===== config.mk =====
export PLATFORM = sky130hd
export DESIGN_NAME = usb_ep_arbiter
export DESIGN_NICKNAME = d
export VERILOG_FILES = /design/src/rtl/usb_pkg.sv /design/src/rtl/usb_token_decode.sv /design/src/rtl/usb_ep_arbiter.sv
export SDC_FILE = /design/constraint.sdc
export NUM_CORES = 1
export LEC_CHECK = 0
export CAP_MARGIN = 40
export CORE_MARGIN = 3
export CORE_UTILIZATION = 35
export DETAILED_ROUTE_END_ITERATION = 12
export PLACE_DENSITY = 0.72
export SLEW_MARGIN = 20
export SYNTH_ARGS = -nofsm -noshare
export SYNTH_HDL_FRONTEND = slang
export SYNTH_SLANG_ARGS = --single-unit

===== constraint.sdc =====
create_clock -name clk -period 1.8 [get_ports clk]
set_clock_uncertainty 0.05 [all_clocks]
set_input_delay 0.54 -clock clk [delete_from_list [all_inputs] [get_ports clk]]
set_output_delay 0.54 -clock clk [all_outputs]
set_load 0.05 [all_outputs]

===== src/rtl/usb_pkg.sv =====
// Shared token field layout, PID codes and arbiter state encoding for usb_ep_arbiter.
package usb_pkg;

  localparam int TOK_W    = 24;
  localparam int PID_LSB  = 0;
  localparam int PID_W    = 8;
  localparam int ADDR_LSB = 8;
  localparam int ADDR_W   = 7;
  localparam int ENDP_LSB = 15;
  localparam int ENDP_W   = 4;
  localparam int CRC5_LSB = 19;
  localparam int CRC5_W   = 5;
  // The decoder never looks at CRC5, so it only receives the bits below it.
  localparam int DEC_W    = ENDP_LSB + ENDP_W;

  localparam logic [7:0] PID_OUT   = 8'hE1;
  localparam logic [7:0] PID_IN    = 8'h69;
  localparam logic [7:0] PID_SETUP = 8'h2D;
  localparam logic [7:0] PID_SOF   = 8'hA5;

  typedef enum logic [1:0] {
    ST_IDLE    = 2'd0,
    ST_RX      = 2'd1,
    ST_WAIT_EP = 2'd2,
    ST_TX      = 2'd3
  } arb_state_t;

endpackage


===== src/rtl/usb_token_decode.sv =====
// Combinational token split: address match, endpoint range check, PID class.
module usb_token_decode
  import usb_pkg::*;
#(
  parameter int N_EP = 4
) (
  input  logic [DEC_W-1:0]  tok_i,
  input  logic [ADDR_W-1:0] dev_addr_i,
  output logic              accept_o,
  output logic              is_in_o,
  output logic [ENDP_W-1:0] endp_o
);

  logic [PID_W-1:0]  w_pid;
  logic [ADDR_W-1:0] w_addr;
  logic              w_pid_ok;
  logic              w_ep_ok;

  assign w_pid    = tok_i[PID_LSB  +: PID_W];
  assign w_addr   = tok_i[ADDR_LSB +: ADDR_W];
  assign endp_o   = tok_i[ENDP_LSB +: ENDP_W];

  assign is_in_o  = (w_pid == PID_IN);
  assign w_pid_ok = (w_pid == PID_OUT) || (w_pid == PID_IN) || (w_pid == PID_SETUP);
  assign w_ep_ok  = ({1'b0, endp_o} < (ENDP_W + 1)'(N_EP));
  assign accept_o = w_pid_ok && w_ep_ok && (w_addr == dev_addr_i);

endmodule


===== src/rtl/usb_ep_arbiter.sv =====
// Steers the shared USB token/data channel to one of N_EP endpoint controllers.
// Optional drop/timeout counter on drop_cnt_o when USB_EP_ARB_STATS_EN is defined.
//
// state      | meaning
// ST_IDLE    | no transaction, waiting for an accepted token
// ST_RX      | host data routed to ep[sel] until rx end/fail
// ST_WAIT_EP | IN token issued, waiting for ep[sel] start pulse (timeout counter runs)
// ST_TX      | ep[sel] reply muxed upstream until stop pulse or tx fail
module usb_ep_arbiter
  import usb_pkg::*;
#(
  parameter int N_EP        = 4,
  parameter int TIMEOUT_CYC = 96,
  parameter int TO_W        = 7
) (
  input  logic              clk,
  input  logic              nrst,
  input  logic [6:0]        dev_addr_i,
  input  logic [TOK_W-1:0]  tok_i,
  input  logic              tok_strb_i,
  input  logic [7:0]        rx_data_i,
  input  logic              rx_strb_i,
  input  logic              rx_end_i,
  input  logic              rx_fail_i,
  input  logic [7:0]        pid_i,
  output logic [7:0]        tx_data_o,
  output logic              tx_start_stop_o,
  input  logic              tx_strb_i,
  input  logic              tx_fail_i,
  output logic [TOK_W-1:0]  ep_tok_o,
  output logic [N_EP-1:0]   ep_tok_strb_o,
  output logic [7:0]        ep_rx_data_o,
  output logic [7:0]        ep_pid_o,
  output logic [N_EP-1:0]   ep_rx_strb_o,
  output logic [N_EP-1:0]   ep_rx_end_o,
  output logic [N_EP-1:0]   ep_rx_fail_o,
  input  logic [8*N_EP-1:0] ep_tx_data_i,
  input  logic [N_EP-1:0]   ep_tx_start_stop_i,
  output logic [N_EP-1:0]   ep_tx_strb_o,
  output logic [N_EP-1:0]   ep_tx_fail_o,
  output logic              busy_o
`ifdef USB_EP_ARB_STATS_EN
  ,
  output logic [15:0]       drop_cnt_o
`endif
);

  arb_state_t        r_state, w_state_nxt;
  logic [ENDP_W-1:0] r_sel, w_sel_nxt, w_endp;
  logic [TO_W-1:0]   r_cnt, w_cnt_nxt;
  logic              w_accept, w_is_in, w_tok_acc, w_start, w_timeout;
  logic [N_EP-1:0]   w_sel_oh, w_endp_oh;
  logic [7:0]        w_tx_mux;
  logic [N_EP-1:0]   w_rx_strb_nxt, w_rx_end_nxt, w_rx_fail_nxt, w_tx_fail_nxt;
  logic [TOK_W-1:0]  r_tok;
  logic [N_EP-1:0]   r_tok_strb, r_rx_strb, r_rx_end, r_rx_fail, r_tx_fail;
  logic [7:0]        r_rx_data, r_pid;

  usb_token_decode #(.N_EP(N_EP)) u_dec (
    .tok_i      (tok_i[DEC_W-1:0]),
    .dev_addr_i (dev_addr_i),
    .accept_o   (w_accept),
    .is_in_o    (w_is_in),
    .endp_o     (w_endp)
  );

  always_comb begin
    w_sel_oh  = '0;
    w_endp_oh = '0;
    w_tx_mux  = '0;
    for (int k = 0; k < N_EP; k++) begin
      w_sel_oh[k]  = (r_sel == ENDP_W'(k));
      w_endp_oh[k] = (w_endp == ENDP_W'(k));
      if (r_sel == ENDP_W'(k)) w_tx_mux = ep_tx_data_i[8*k +: 8];
    end
  end

  assign w_tok_acc = tok_strb_i && w_accept;
  assign w_start   = |(ep_tx_start_stop_i & w_sel_oh);
  assign w_timeout = (r_state == ST_WAIT_EP) && !w_start && (r_cnt == TO_W'(TIMEOUT_CYC - 1));

  always_ff @(posedge clk or negedge nrst) begin
    if (!nrst) begin
      r_state <= ST_IDLE;
      r_sel   <= '0;
      r_cnt   <= '0;
    end else begin
      r_state <= w_state_nxt;
      r_sel   <= w_sel_nxt;
      r_cnt   <= w_cnt_nxt;
    end
  end

  always_comb begin
    w_state_nxt = r_state;
    w_sel_nxt   = r_sel;
    w_cnt_nxt   = r_cnt;
    case (r_state)
      ST_RX:      if (rx_end_i || rx_fail_i) w_state_nxt = ST_IDLE;
      ST_WAIT_EP: begin
        w_cnt_nxt = r_cnt + 1'b1;
        if (w_start)        w_state_nxt = ST_TX;
        else if (w_timeout) w_state_nxt = ST_IDLE;
      end
      ST_TX:      if (w_start || tx_fail_i) w_state_nxt = ST_IDLE;
      default:    ;
    endcase
    // An accepted token always wins: it aborts whatever was running and starts afresh.
    if (w_tok_acc) begin
      w_sel_nxt   = w_endp;
      w_cnt_nxt   = '0;
      w_state_nxt = w_is_in ? ST_WAIT_EP : ST_RX;
    end
  end

  always_comb begin
    tx_data_o       = '0;
    tx_start_stop_o = 1'b0;
    ep_tx_strb_o    = '0;
    ep_tx_fail_o    = r_tx_fail;
    w_rx_strb_nxt   = '0;
    w_rx_end_nxt    = '0;
    w_rx_fail_nxt   = '0;
    w_tx_fail_nxt   = '0;
    case (r_state)
      ST_RX: begin
        if (rx_strb_i) w_rx_strb_nxt = w_sel_oh;
        if (rx_end_i)  w_rx_end_nxt  = w_sel_oh;
        if (rx_fail_i || (w_tok_acc && !rx_end_i)) w_rx_fail_nxt = w_sel_oh;
      end
      ST_WAIT_EP: begin
        tx_start_stop_o = w_start;
        if (w_timeout || w_tok_acc) w_tx_fail_nxt = w_sel_oh;
      end
      ST_TX: begin
        tx_data_o       = w_tx_mux;
        tx_start_stop_o = w_start;
        if (tx_strb_i) ep_tx_strb_o = w_sel_oh;
        if (tx_fail_i) ep_tx_fail_o = r_tx_fail | w_sel_oh;
        if (w_tok_acc) w_tx_fail_nxt = w_sel_oh;
      end
      default: ;
    endcase
  end

  always_ff @(posedge clk or negedge nrst) begin
    if (!nrst) begin
      r_tok      <= '0;
      r_tok_strb <= '0;
      r_rx_data  <= '0;
      r_pid      <= '0;
      r_rx_strb  <= '0;
      r_rx_end   <= '0;
      r_rx_fail  <= '0;
      r_tx_fail  <= '0;
    end else begin
      r_tok_strb <= w_tok_acc ? w_endp_oh : '0;
      if (w_tok_acc) r_tok <= tok_i;
      if (r_state == ST_RX) begin
        r_pid <= pid_i;
        if (rx_strb_i) r_rx_data <= rx_data_i;
      end
      r_rx_strb <= w_rx_strb_nxt;
      r_rx_end  <= w_rx_end_nxt;
      r_rx_fail <= w_rx_fail_nxt;
      r_tx_fail <= w_tx_fail_nxt;
    end
  end

  assign ep_tok_o      = r_tok;
  assign ep_tok_strb_o = r_tok_strb;
  assign ep_rx_data_o  = r_rx_data;
  assign ep_pid_o      = r_pid;
  assign ep_rx_strb_o  = r_rx_strb;
  assign ep_rx_end_o   = r_rx_end;
  assign ep_rx_fail_o  = r_rx_fail;
  assign busy_o        = (r_state != ST_IDLE);

`ifdef USB_EP_ARB_STATS_EN
  logic        w_is_sof;
  logic [1:0]  w_drop_inc;
  logic [16:0] w_drop_sum;
  logic [15:0] r_drop_cnt;

  assign w_is_sof   = (tok_i[PID_LSB +: PID_W] == PID_SOF);
  assign w_drop_inc = {1'b0, tok_strb_i && !w_accept && !w_is_sof} + {1'b0, w_timeout};
  assign w_drop_sum = {1'b0, r_drop_cnt} + {15'd0, w_drop_inc};

  always_ff @(posedge clk or negedge nrst) begin
    if (!nrst) r_drop_cnt <= '0;
    else       r_drop_cnt <= w_drop_sum[16] ? 16'hFFFF : w_drop_sum[15:0];
  end

  assign drop_cnt_o = r_drop_cnt;
`endif

endmodule


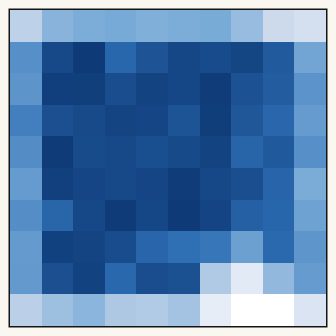
run_1/density.png
The die is cut into 10 by 10 equal tiles; white is low, dark blue is high, 0 to 100% covered.
fullest tile = 96%
tiles over 75% full = 58%
nearly empty tiles = 2.0%
emptiest ninth of the die = south-east
mean over tiles = 70%

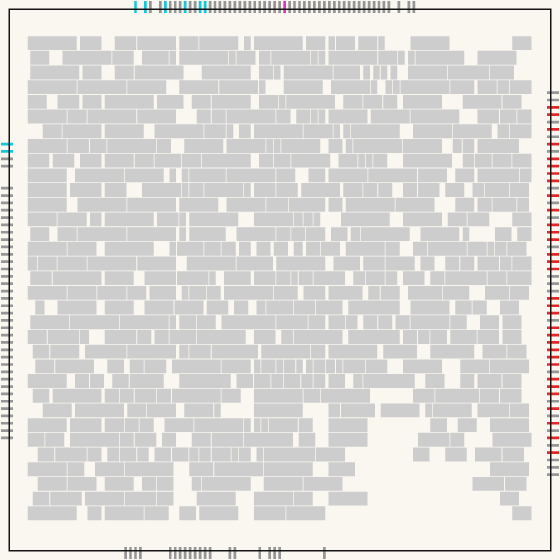
run_1/pins.png
Pins as bars across the die edge, other pins in gray.
red -> `ep_tx_data_i`  # pins 32, direction input, edge east
magenta -> `tx_strb_i`  # pins 1, direction input, edge north
cyan -> `rx_data_i`  # pins 8, direction input, edge 6 north, 2 west
IO Port Bufs: 164
Die W: 100 microns
Die Ht: 100 microns

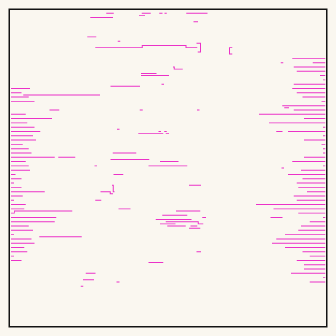
run_1/met3.png
wire length on this layer = 921 microns
main direction = horizontal
share of all routed wire = 6.7%
met3 usage: 5.98%
routed wire length: 13.8 mm
DR vias: 3,315

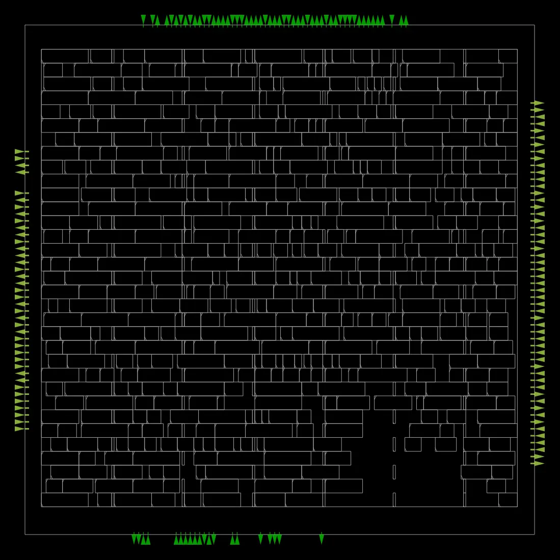
run_1/final_placement.png
utilization after layout: 84.7%
n_taps: 105

==> reports/qor.yml, run 1 <==
global_route:
  grtUsageTotal_pct: 25.0
  grt_start_max_net_pins: 70
  grtUsageMet1_pct: 26.5
  use_met2_pct: 47.1
  overflow: 0
  grt_busiest_layer: "met2"
  grt_pass1_wl_mm: 19.3
job:
  cap_violations: 0
  warnings: 29
routing:
  drcViolationCount: 0
  wl_met1_mm: 4.89
  wl_met3_microns: 921
  wl_per_cell_microns: 21.7
  highest_layer: "met4"
  wl_met2_mm: 7.57
  drtAntennaViolNets: 0
  avgViaCountPerCell: 5.20
power:
  comb_power_uw: 612
  internal_power_uw: 2430
  seq-power_uw: 1600
  seq_power_share_pct: 46.9
  p_clk_share_pct: 35.2
  power_leader: "sequential cells"
  p_leak_uw: 0.00312
  p_total_uw: 3410
  power_density_nw_per_um2: 480
  combPwrFrac_pct: 17.9
  powerClk_uw: 1200
  switching_share_pct: 28.7
  power_switching_uw: 979
worst_setup_path:
  cp_max_fo: 6
  crit_arrival_ns: 1.74
  cp_slowest_cell: "dfrtp_2"
  r2r_end: "r_tx_fail[0]$_DFF_PN0_"
  crit_end: "tx_start_stop_o"
  cp_cell_sequence: "or3b_4, o22ai_4, and2_4, buf_12"
  cp_top_family: "simple AND/OR/NAND/NOR gates"
  path_buffers: 1
  reg2reg_from: "r_sel[2]$_DFFE_PN0N_"
  reg2reg_depth: 9
  critPathLaunchType: "flip-flop"
  r2r_slack_ns: -0.15
  slowest_delay_ns: 0.46
  startpoint: "r_sel[2]$_DFFE_PN0N_"
final_layout:
  comb.multi_input.count: 198
  layout_top_cells: "buf_12, dfrtp_1, clkdlybuf4s50_1, buf_4, nand2_1"
  finalNetCount: 620
  final_cell_area_sq_um: 7100
  lay_top_count: "buf_12"
  clkbuf_count: 9
  seq_area_sq_um: 1730
  buffer_area_share_pct: 43.6
  layout.area.comb_sq_um: 1950
  fin_cells: 638
  largest_cell_class: "buffers"
  largest_register_ff_count: 21
  area_growth_pct: 130
  sh_seq_area_pct: 24.4
  drive_above_1_share_pct: 56.5
  flops: 69
  fill_cells: 381
  comb_share_pct: 27.4
  clk_share_pct: 2.52
  n_all_buffers: 247
  n_all_inverters: 3
clock_tree:
  clkTransAtPathRegs_ns: 0.08
  h-tree-depth: 3
  cts_buffer_depth: 2
  cts_sinks: 69
  post_cts_buffers: 32
  clock_latency_ns: 0.35
  cts_tree: "done"
  cts_hold_buf: 0
  cts_resized: 131
  numCtsBuffers: 9
  clock-root-buffer: "clkbuf_8"
timing:
  setup_viol: 58
  tightest_slew_ns: 0.373
  fin_setup_tns_ns: -12.48
  rsz0062_at_grt: "true"
  fin_crit_ns: 2.33
  finalCritPeriodShare_pct: 130
  finalHoldViolCount: 0
  setup_ws_ns: -0.534
  holdWs_ns: 0.156
  relSlewSlack_pct: 75.1
logic_synthesis:
  fp_nets: 375
  async_reset_ff_share_pct: 100
  netlist.area_leader.share_pct: 55.9
  syn_area_sq_um: 3090
  avgSynthCellArea_sq_um: 10.9
  synthAoiAreaFrac_pct: 4.74
  ys_warn_count: 0
  topCombFamilyByArea: "simple AND/OR/NAND/NOR gates"
  xor_share_pct: 3.40
  ys_seq_share_pct: 55.9
  yosys_cells: 283
  numSynthFlops: 69
  synthFlopType: "dfrtp_1"
  adder_share_pct: 0.405
  ys_chip_area_sq_um: 3090
  synthTopCellsByCount: "dfrtp_1, nor2_1, nand2_1, mux2_2, nor3_1"
  syn_inst: 283
  synth_cell_type_count: 35
  synth.most_common_cell: "dfrtp_1"
  edf_count: 0
  top_area_cell: "dfrtp_1"
  synth.cellmix.simpleShare_pct: 20.8
  area_leaders: "dfrtp_1, mux2_2, nor2_1, nand2_1, xnor2_1"
  mux_share_pct: 12.2
worst_hold_path:
  min_path_type: "input pin to asynchronous set/reset pin"
die:
  core_sq_um: 8380
  fp_util_pct: 36.9
  dieArea_sq_um: 9990
  io_pins: 165
  rows: 33
place:
  placed_area_sq_um: 6140
  dp_hpwl_mm: 7.89
  post-place-ws_ns: -0.754
  place_inst: 585
  globalplace.congestion: 0.811
outcome:
  violations: "setup timing"
  outcome: "finished, violations left"
run_1/clock_map.png
The bar under the picture is 20 microns long.
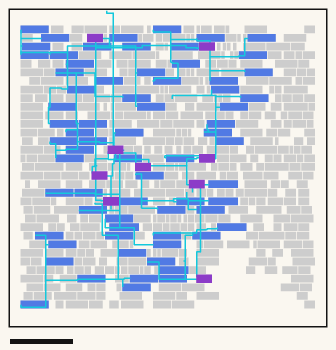

==> run 2: changes to the inputs <==
--- a/config.mk
+++ b/config.mk
@@ -6,10 +6,10 @@
 export NUM_CORES = 1
 export LEC_CHECK = 0
 export CAP_MARGIN = 40
-export CORE_MARGIN = 3
+export CORE_MARGIN = 1
 export CORE_UTILIZATION = 35
 export DETAILED_ROUTE_END_ITERATION = 12
-export PLACE_DENSITY = 0.72
+export PLACE_DENSITY = 0.86
 export SLEW_MARGIN = 20
 export SYNTH_ARGS = -nofsm -noshare
 export SYNTH_HDL_FRONTEND = slang
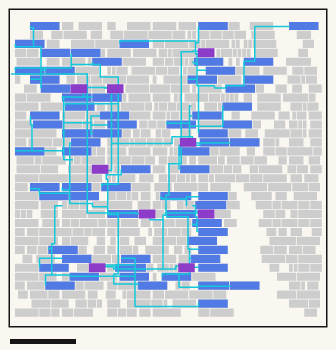
run_2/clock_map.png
The bar under the picture is 20 microns long.
cyan -> clock wires  # length 981 microns
purple -> cells driving clock nets  # count 9
blue -> flip-flops  # count 69
flops lie = all over the die
routed clock nets = 10

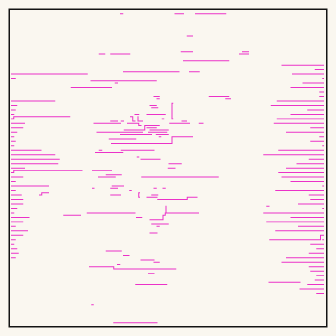
run_2/met3.png
share of all routed wire = 7.3%
nets with wire on the layer = 140
wire length on this layer = 1,070 microns
longest straight run = 23.2 microns

==> run 2 against run 1 <==
  * The run still ends with setup timing left
  * Largest cell class unchanged
  * Maximum frequency about the same
  * Design area increased by 0.65%
  * Count of clock-buffer cells in the layout up 3
  * Sequential power about the same
  * Synthesized area unchanged
  * Combinational power grew 1%
  * Non-clock buffer count grew 2
  * Largest power group unchanged
  * Worst hold slack worse by 0.11 ns
  * Clock power about the same
  * Setup slack worse by 0.0019 ns
  * Core utilization up 0.55 points
  * Register-to-register slack got worse by 0.06 ns
==> reports/qor.yml, run 2 <==
outcome:
  outcome: "finished, violations left"
  violations: "setup timing"
place:
  port_buffers: 164
  place_inst: 585
  post-place-ws_ns: -0.824
  placed_area_sq_um: 6170
die:
  dieArea_sq_um: 9210
  io_pins: 165
  die_y_microns: 96.0
  fp_util_pct: 36.9
  rows: 33
  dieWidth_microns: 96.0
  core_sq_um: 8380
final_layout:
  finalCoreUtilization_pct: 85.3
  fill_cells: 361
  n_all_buffers: 249
  finalNetCount: 624
  layout_top_cells: "buf_12, dfrtp_1, buf_4"
  lay_top_count: "buf_12"
  largest_cell_class: "buffers"
  comb_share_pct: 27.7
  final_cell_area_sq_um: 7150
  sh_seq_area_pct: 24.3
  drive_above_1_share_pct: 56.2
  clkbuf_count: 12
  seq_area_sq_um: 1730
  buffer_area_share_pct: 43.6
  fin_cells: 642
  comb.multi_input.count: 200
  flops: 69
  clk_share_pct: 2.36
worst_setup_path:
  crit_end: "tx_start_stop_o"
  crit_arrival_ns: 1.75
  cp_slowest_cell: "dfrtp_2"
  cp_top_family: "simple AND/OR/NAND/NOR gates"
  cp_cell_sequence: "or3b_4, o22ai_4, and2_4, buf_12"
  r2r_end: "r_tx_fail[2]$_DFF_PN0_"
  r2r_slack_ns: -0.21
  critPathLaunchType: "flip-flop"
  slowest_delay_ns: 0.47
  path_buffers: 1
  reg2reg_depth: 9
  reg2reg_from: "r_sel[1]$_DFFE_PN0N_"
global_route:
  overflow: 0
  grtUsageMet1_pct: 31.8
  grt_start_max_net_pins: 31
  grt_use_met3_pct: 7.58
  grt_pass1_wl_mm: 19.7
  grtUsageTotal_pct: 29.9
  use_met2_pct: 53.0
  grt_busiest_layer: "met2"
logic_synthesis:
  xor_share_pct: 3.40
  ys_seq_share_pct: 55.9
  numSynthFlops: 69
  synthAoiAreaFrac_pct: 4.74
  mux_share_pct: 12.2
  synth.most_common_cell: "dfrtp_1"
  yosys_cells: 283
  avgSynthCellArea_sq_um: 10.9
  fp_nets: 375
  synthFlopType: "dfrtp_1"
  syn_area_sq_um: 3090
  adder_share_pct: 0.405
  ys_chip_area_sq_um: 3090
  topCombFamilyByArea: "simple AND/OR/NAND/NOR gates"
  area_leaders: "dfrtp_1, mux2_2, nor2_1, nand2_1, xnor2_1"
  edf_count: 0
  synthTopCellsByCount: "dfrtp_1, nor2_1, nand2_1, mux2_2, nor3_1"
  ys_warn_count: 0
  synth.cellmix.simpleShare_pct: 20.8
  syn_inst: 283
  top_area_cell: "dfrtp_1"
  netlist.area_leader.share_pct: 55.9
clock_tree:
  cts_buffer_depth: 2
  post_cts_buffers: 29
  clock-root-buffer: "clkbuf_8"
  clock_latency_ns: 0.36
  cts_tree: "done"
  h-tree-depth: 3
  cts_resized: 131
  cts_sinks: 69
  cts_hold_buf: 0
  clkTransAtPathRegs_ns: 0.09
power:
  powerClk_uw: 1170
  p_clk_share_pct: 34.4
  switching_share_pct: 27.5
  seq_power_share_pct: 47.2
  p_leak_uw: 0.00311
  p_total_uw: 3390
  power_switching_uw: 932
  comb_power_uw: 621
  power_density_nw_per_um2: 474
  power_leader: "sequential cells"
  combPwrFrac_pct: 18.3
  internal_power_uw: 2460
  seq-power_uw: 1600
job:
  warnings: 29
timing:
  finalCritPeriodShare_pct: 130
  relSlewSlack_pct: 70.3
  rsz0062_at_grt: "true"
  setup_ws_ns: -0.536
  finalHoldViolCount: 0
  fin_crit_ns: 2.34
  setup_viol: 58
  fin_setup_tns_ns: -14.75
  tightest_slew_ns: 0.445
  holdWs_ns: 0.0493
routing:
  dr_total_vias: 3523
  wl_per_cell_microns: 22.7
  wl_met3_mm: 1.07
  highest_layer: "met4"
  wl_met2_mm: 7.55
  drtAntennaViolNets: 0
  drt-total-wl_mm: 14.6
worst_hold_path:
  min_path_type: "input pin to asynchronous set/reset pin"
No activity file was given, so power comes from the tool's default toggle rates.
